<file path="config.mk">
export PLATFORM = sky130hd
export DESIGN_NAME = scan_decoder
export DESIGN_NICKNAME = d
export VERILOG_FILES = /design/src/rtl/scan_decoder.sv
export SDC_FILE = /design/constraint.sdc
export NUM_CORES = 1
export LEC_CHECK = 0
export CAP_MARGIN = 30
export CORE_MARGIN = 5
export CORE_UTILIZATION = 46
export DETAILED_ROUTE_END_ITERATION = 16
export PLACE_DENSITY = 0.8
export SLEW_MARGIN = 40
export SYNTH_ARGS = -nofsm -noshare
export SYNTH_HDL_FRONTEND = slang
export SYNTH_SLANG_ARGS = --single-unit
</file>
<file path="constraint.sdc">
create_clock -name Clk -period 4.81 [get_ports Clk]
set_input_delay 0.962 -clock Clk [delete_from_list [all_inputs] [get_ports Clk]]
set_output_delay 0.962 -clock Clk [all_outputs]
set_load 0.02 [all_outputs]
</file>
<file path="src/rtl/scan_decoder.sv">
// Registered N-to-M line decoder with three-pin enable gating and an auto-scan mode
// that walks the asserted line around all outputs at a prescaled rate.
module scan_decoder #(
   parameter int SEL_W      = 3,
   parameter int NUM_OUT    = 8,
   parameter int DIV        = 4,
   parameter bit ACTIVE_LOW = 1'b1
) (
   input  logic               Clk,
   input  logic               Reset,
   input  logic [3:1]         Enable,
   input  logic               Mode,
   input  logic [SEL_W-1:0]   DataIn,
   input  logic               Load,
   output logic [NUM_OUT-1:0] Eq,
   output logic [SEL_W-1:0]   Index,
   output logic               Wrap
);

   localparam int                 PW        = (DIV > 1) ? $clog2(DIV) : 1;
   localparam logic [PW-1:0]      PSC_LAST  = PW'(DIV - 1);
   localparam logic [SEL_W-1:0]   IDX_LAST  = SEL_W'(NUM_OUT - 1);
   localparam logic [SEL_W:0]     NUM_OUT_W = (SEL_W + 1)'(NUM_OUT);
   localparam logic [NUM_OUT-1:0] EQ_IDLE   = {NUM_OUT{ACTIVE_LOW}};

   typedef enum logic [1:0] {IDLE, DECODE, SCAN} state_t;

   state_t               state_q, state_d;
   logic [SEL_W-1:0]     idx_q, idx_d;
   logic [PW-1:0]        psc_q, psc_d, psc_base;
   logic [NUM_OUT-1:0]   eq_q, eq_d;
   logic                 wrap_q, wrap_d;
   logic                 gate, din_ok, hot;

   always_comb begin
      gate     = Enable[1] & Enable[2] & ~Enable[3];
      din_ok   = {1'b0, DataIn} < NUM_OUT_W;
      state_d  = IDLE;
      if (gate) state_d = Mode ? SCAN : DECODE;
      // Coming out of DECODE the scan always starts on a fresh prescaler.
      psc_base = (state_q == DECODE) ? '0 : psc_q;
      idx_d    = idx_q;
      psc_d    = psc_base;
      wrap_d   = 1'b0;
      hot      = 1'b0;
      eq_d     = EQ_IDLE;

      case (state_d)
         DECODE: begin
            psc_d = '0;
            if (din_ok) begin
               idx_d = DataIn;
               hot   = 1'b1;
            end
         end
         SCAN: begin
            hot = 1'b1;
            if (Load) begin
               idx_d = din_ok ? DataIn : '0;
               psc_d = '0;
            end else if (psc_base == PSC_LAST) begin
               psc_d = '0;
               if (idx_q == IDX_LAST) begin
                  idx_d  = '0;
                  wrap_d = 1'b1;
               end else begin
                  idx_d = idx_q + SEL_W'(1);
               end
            end else begin
               psc_d = psc_base + PW'(1);
            end
         end
         default: ;
      endcase

      if (hot) begin
         for (int i = 0; i < NUM_OUT; i++)
            eq_d[i] = ACTIVE_LOW ^ (idx_d == SEL_W'(i));
      end
   end

   always_ff @(posedge Clk) begin
      if (Reset) begin
         state_q <= IDLE;
         idx_q   <= '0;
         psc_q   <= '0;
         eq_q    <= EQ_IDLE;
         wrap_q  <= 1'b0;
      end else begin
         state_q <= state_d;
         idx_q   <= idx_d;
         psc_q   <= psc_d;
         eq_q    <= eq_d;
         wrap_q  <= wrap_d;
      end
   end

   assign Eq    = eq_q;
   assign Index = idx_q;
   assign Wrap  = wrap_q;

endmodule

</file>
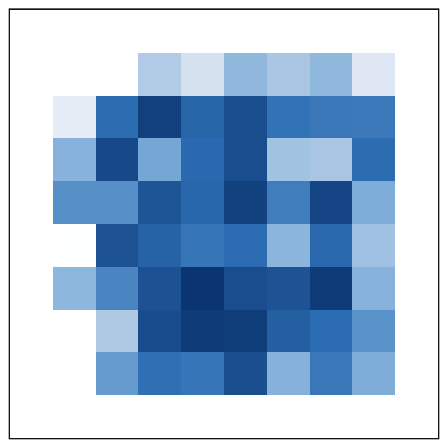
Figure 1: run 1, local utilization.
The die is cut into 10 by 10 equal tiles; white is low, dark blue is high, 0 to 100% covered.
mean over tiles = 39%
nearly empty tiles = 41%
densest ninth of the die = centre
Core ar.: 1350 sq um
Starting Density: 50.3%
final core occ: 69.1%

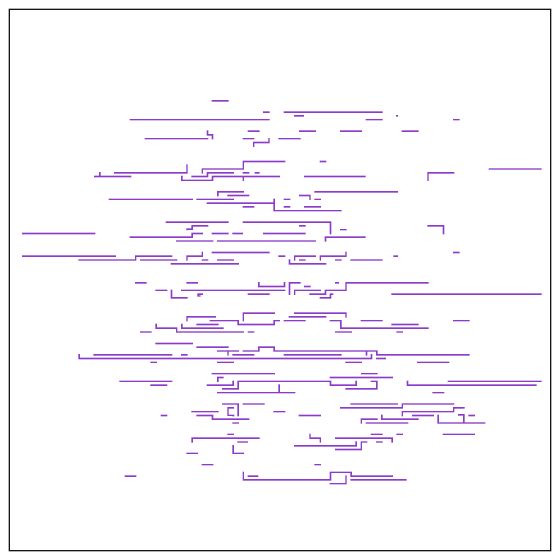
Figure 2: run 1, M1 wires.
main direction = horizontal
nets with wire on the layer = 91

==> out/qor.csv, run 1 <==
stage;metric;value;unit
final_layout;sequential share of cell area;34.3;%
clock_network;Post-CTS Hold Fix Bufs;0;
final_layout;final-layout non-clock buffer area share;22.5;%
floorplanning;Rows;13;
detailed_routing;Post-Route WL;1370;um
pwr;P per Cell Area;273;nW/um^2
logic_synthesis;xor and xnor area share after synthesis;0;%
final_layout;Comb area;340;sq um
timing;fin crit share;48.7;%
global_routing;vias in the first global route;530;
clock_network;post-CTS resize count;0;
final_layout;buffers outside the clock class;21;
final_layout;Seq Cell Count;16;
setup_path;crit path DAT;1.38;ns
logic_synthesis;top cells by count;dfxtp_1, nand3_1, nand2_1;
worst_hold_path;Hold WC Path Type;flop to flop;
final_layout;number of non-clock inverters;2;
logic_synthesis;# Cells Yosys;64;
logic_synthesis;Distinct cells, synth;29;
logic_synthesis;ys flops;16;
setup_path;CP Capture Type;primary output;
detailed_routing;routed len/inst;13.3;um
final_layout;Nets;102;
global_routing;initial antenna violation count;0;
floorplanning;Die Span Y;48.4;um
setup_path;R2R setup slack;2.96;ns
detailed_routing;Antenna Violating Nets Remaining;0;
detailed_routing;vias;569;
setup_path;CP max FO;5;
setup_path;Buf/Inv on CP;1;
outcome;status;completed;
logic_synthesis;simple share;26.9;%
run;Max-cap violations;0;
floorplanning;DIE AREA;2350;sq um
logic_synthesis;ys async rst share;0;%
pwr;Peak VDD IR;0.000131;V
final_layout;most frequent cells in the layout;clkdlybuf4s50_1, dfxtp_1, nand3_1;
detailed_routing;Iteration-0 DRC Markers;16;
global_routing;first-pass GRT wire length;2370;um
logic_synthesis;area leader, netlist;dfxtp_1;
logic_synthesis;syn nets;77;
final_layout;ant diodes;0;
logic_synthesis;Post-Syn Instances;64;
setup_path;required time of the worst setup path;3.85;ns
logic_synthesis;comb area leader;simple AND/OR/NAND/NOR gates;
run;tool warnings;26;
logic_synthesis;chip area line of the yosys report;679;sq um
worst_hold_path;worst min-delay path endpoint;Index[1]$_SDFF_PP0_;
clock_network;Post-CTS Setup Inserts;0;
detailed_routing;Avg Vias per Cell;5.52;
final_layout;share of cells above drive strength 1;12.5;%
placed_design;Port Buffers;21;
logic_synthesis;Mux area share;7.00;%
timing;final slew viol count;0;
logic_synthesis;Seq/Total Area, Yosys;47.1;%
worst_hold_path;worst hold start;Index[1]$_SDFF_PP0_;
clock_network;Sink Count;16;
logic_synthesis;syn_area_per_cell;10.6;sq um
clock_network;CTS tree;yes;
detailed_routing;DRT Pass-1 Iters;4;
setup_path;sequence of cells on the critical path;clkdlybuf4s50_1;
timing;Max Freq;0.427;GHz
setup_path;Setup CP Type;flop to primary output;
global_routing;gr ovfl total;0;
logic_synthesis;cell with the most instances after synthesis;dfxtp_1;
logic_synthesis;Ys Warns;0;
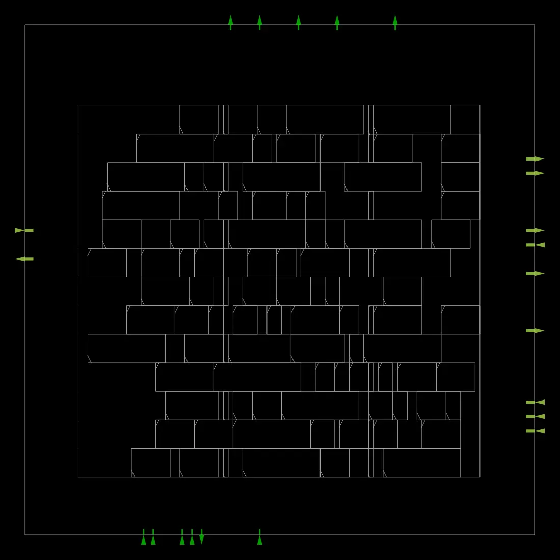
Figure 3: run 1, placement view.
# fillers: 104
Tapcells: 15
Non-Filler Instances: 103

-- run 1: routing by layer --
layer / track usage, % / wire, um
met1: 16.2 / 596
met2: 19.1 / 642
met3: 2.14 / 78
met4: 9.68 / 49
met5: 0 / 0
-- run 1: flip-flops by register name, summed over array words and instances (netlist names) --
name     flops
Index        3
Eq           8
state_q      2
Wrap         1
psc_q        2
-- run 1: stage by stage --
| stage | setup WS [ns] | cells |
|---|---|---|
| 2_1_floorplan | 2.98 | 64 |
| 3_3_place_gp | 2.31 | 99 |
| 5_1_grt | 2.40 | 103 |
| 6_report | 2.47 | 103 |
| 4_1_cts | 2.46 | 103 |
| 3_5_place_dp | 2.28 | 99 |
-- run 1: report_power, final --
group | switching (uW) | internal [uW]
Combinational | 15.3 | 15.6
Sequential | 1.44 | 134
Clock | 42.4 | 46.1
==> run 2: changes to the inputs <==
--- a/config.mk
+++ b/config.mk
@@ -7,9 +7,9 @@
 export LEC_CHECK = 0
 export CAP_MARGIN = 30
 export CORE_MARGIN = 5
-export CORE_UTILIZATION = 46
+export CORE_UTILIZATION = 39
 export DETAILED_ROUTE_END_ITERATION = 16
-export PLACE_DENSITY = 0.8
+export PLACE_DENSITY = 0.72
 export SLEW_MARGIN = 40
 export SYNTH_ARGS = -nofsm -noshare
 export SYNTH_HDL_FRONTEND = slang
==> constraint.sdc (replaced) <==
create_clock -name Clk -period 1.9 [get_ports Clk]
set_input_delay 0.38 -clock Clk [delete_from_list [all_inputs] [get_ports Clk]]
set_output_delay 0.38 -clock Clk [all_outputs]
set_load 0.02 [all_outputs]
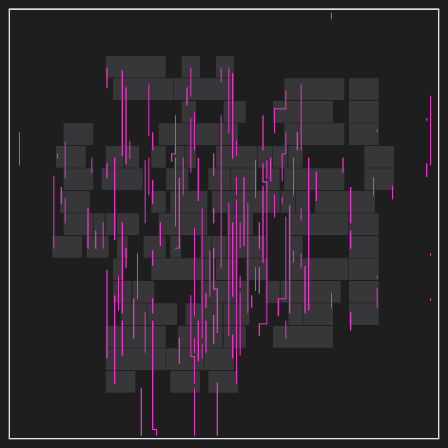
Figure 4: run 2, signal wires on met2.
share of all routed wire = 49%
nets with wire on the layer = 87
wire length on this layer = 612 um
longest straight run = 22.1 um
vias: 550
met2 GRT Util: 17.8%
Post-Route WL: 1240 um

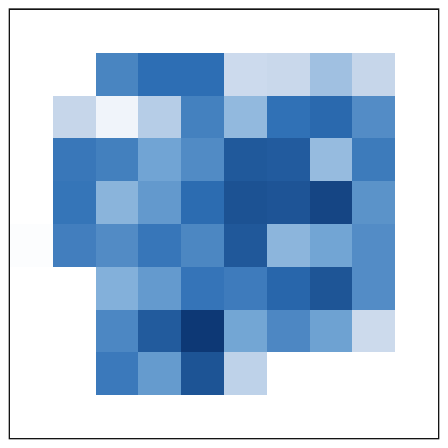
Figure 5: run 2, local utilization.
The die is cut into 10 by 10 equal tiles; white is low, dark blue is high, 0 to 100% covered.
nearly empty tiles = 43%
fullest tile = 97%
mean over tiles = 35%
emptiest ninth of the die = south-east
tiles over 75% full = 15%
densest ninth of the die = centre

==> out/qor.csv, run 2 <==
stage;metric;value;unit
outcome;status;completed;
setup_path;launch point of the worst reg-to-reg path;state_q[1]$_SDFF_PP0_;
placed_design;Placement Setup Slack;0.00157;ns
global_routing;vias in the first global route;472;
final_layout;Flop area;320;sq um
pwr;Comb. pwr;78.9;uW
floorplanning;DIE AREA;2680;sq um
global_routing;Top Usage Layer GRT;met2;
setup_path;CP Capture Type;flop;
pwr;sw frac;22.0;%
timing;Slew headroom;80.0;%
run;Max-cap violations;0;
placed_design;Port Buffers;21;
clock_network;CTS tree;yes;
logic_synthesis;cell with the most instances after synthesis;dfxtp_1;
logic_synthesis;syn_area_per_cell;10.6;sq um
detailed_routing;routed len/inst;11.6;um
timing;RSZ-0062 raised after global routing;no;
logic_synthesis;top_reg_cell synth;dfxtp_1;
clock_network;Worst-path clk slew;0.09;ns
clock_network;CTS root buffer;clkbuf_4;
logic_synthesis;Distinct cells, synth;29;
floorplanning;I/O pin total;22;
floorplanning;Tapcells;17;
logic_synthesis;number of synthesized flops with an enable pin;0;
timing;Max Freq;0.578;GHz
setup_path;critical path launch point;state_q[1]$_SDFF_PP0_;
detailed_routing;Met2 Wirelength;611;um
pwr;Clock net power;215;uW
worst_hold_path;worst hold start;Index[1]$_SDFF_PP0_;
global_routing;largest net degree at the start of global routing;11;
logic_synthesis;# Cells Yosys;64;
global_routing;initial antenna violation count;0;
logic_synthesis;ys flops;16;
pwr;sw power;141;uW
clock_network;Post-CTS Hold Fix Bufs;0;
detailed_routing;Avg Vias per Cell;5.14;
detailed_routing;DRT Pass-1 Iters;4;
worst_hold_path;Hold WC Path Type;flop to flop;
placed_design;placed cells;103;
final_layout;Non-Filler Instances;107;
final_layout;Nets;104;
pwr;Max power group;sequential cells;
timing;Worst Max-Slew Pin Slew;0.298;ns
detailed_routing;top layer reached by signal wires;met4;
setup_path;R2R setup slack;0.17;ns
final_layout;Final Cell Area;951;sq um
setup_path;Buf/Inv on CP;0;
setup_path;reg-to-reg critical path endpoint;Eq[0]$_SDFF_PP1_;
setup_path;Worst path slowest cell;mux2_4;
worst_hold_path;worst min-delay path endpoint;Index[1]$_SDFF_PP0_;
logic_synthesis;Synth area leaders;dfxtp_1, nand3_1, ha_1;
detailed_routing;Antenna Violating Nets Remaining;0;
final_layout;clock buf count;4;
final_layout;# fillers;151;
worst_hold_path;Hold Crit Depth;1;
pwr;Seq group;343;uW
pwr;Int Power;497;uW
pwr;P per Cell Area;670;nW/um^2
timing;fin crit period;1.73;ns
global_routing;Global Route met1 Usage;11.3;%
final_layout;number of non-clock inverters;2;
setup_path;sequence of cells on the critical path;nand2b_1 > and2_1 > ha_1 > mux2_4 > mux2i_4 > and2_4 > nand3_1;
pwr;Flop pwr share;53.8;%
final_layout;max reg flops;8;
floorplanning;Starting Density;40.2;%
detailed_routing;Iteration-0 DRC Markers;4;
logic_synthesis;Post-Syn Instances;64;
setup_path;crit path DAT;1.88;ns
timing;fin crit share;91.0;%
timing;final slew viol count;0;
timing;clk_skew;0.00628;ns
pwr;Peak VDD IR;0.000315;V
logic_synthesis;Seq/Total Area, Yosys;47.1;%
final_layout;Seq Cell Count;16;
clock_network;Sink Count;16;
setup_path;required time of the worst setup path;2.05;ns
setup_path;Setup CP Type;flop to flop;
setup_path;CP max FO;4;
logic_synthesis;top cells by count;dfxtp_1, nand3_1, nand2_1;
global_routing;GRT met3 Usage;2.29;%
run;tool warnings;26;
logic_synthesis;syn nets;77;
pwr;Clk pwr share;33.8;%
final_layout;multi-input combinational gate total;45;
setup_path;CP max stage delay;0.32;ns
clock_network;Max clock buf depth;2;
logic_synthesis;area leader, netlist;dfxtp_1;
final_layout;ant diodes;0;
final_layout;buffers outside the clock class;23;
logic_synthesis;Post-Syn Area;679;sq um
final_layout;share of cells above drive strength 1;14.4;%
global_routing;first-pass GRT wire length;1990;um
final_layout;final-layout non-clock buffer area share;23.7;%
final_layout;most frequent cells in the layout;clkdlybuf4s50_1, dfxtp_1, nand3_1;
detailed_routing;metal3 WL;95;um
final_layout;final core occ;56.3;%
placed_design;routability cong.;0.757;
final_layout;sequential share of cell area;33.7;%
final_layout;Comb area;340;sq um
timing;Final Hold Fails;0;
timing;Worst Hold Slack;0.543;ns
pwr;combinational cell fraction of total power;12.4;%
global_routing;gr ovfl total;0;
setup_path;CP Depth;7;
final_layout;fraction of area in multi-input gates;35.8;%
logic_synthesis;Ys Warns;0;
placed_design;Detail Placement HPWL;1040;um
timing;Final WS setup;0.170;ns
logic_synthesis;chip area line of the yosys report;679;sq um
detailed_routing;Met1 Wirelength;520;um
clock_network;clk ins delay skew pair;0.28;ns
logic_synthesis;ys async rst share;0;%
floorplanning;Die Span Y;51.7;um
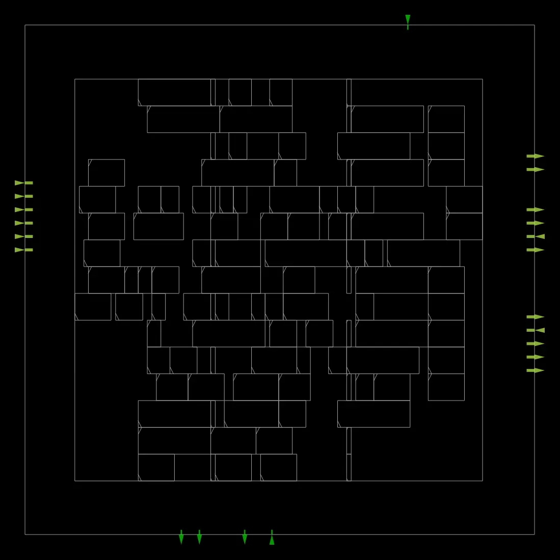
Figure 6: run 2, placement view.
Rows: 15
Core ar.: 1690 sq um

-- run 2: cell count changes in the layout (fill, tap and decap cells not counted), sizes merged --
cell  change
buf       +2
-- run 2: kinds of logic (layout without fill, tap and decap cells) --
group	Yosys count	after routing	share of synthesized area, %
DFF	16	16	47.1
AOI/OAI and AO/OA	10	10	10.7
buffers and inverters	3	29	2.76
muxes	3	3	7.00
and+or+nand+nor	29	29	26.9
adders and majority gates	3	3	5.53
-- run 2: worst reg2reg max path, stage by stage, from the launching register on --
cell	delay (ns)
dfxtp_1	0.30
nand2b_1	0.14
and2_1	0.19
ha_1	0.24
mux2_4	0.32
mux2i_4	0.18
and2_4	0.19
nand3_1	0.07
-- run 2: timing repair --
| item | CTS | global route |
|---|---|---|
| setup endpoints to repair | 0 | 1 |
| resized | 0 | 1 |
| buffers inserted | 0 | 0 |
Power is estimated from default activity; no workload was simulated.
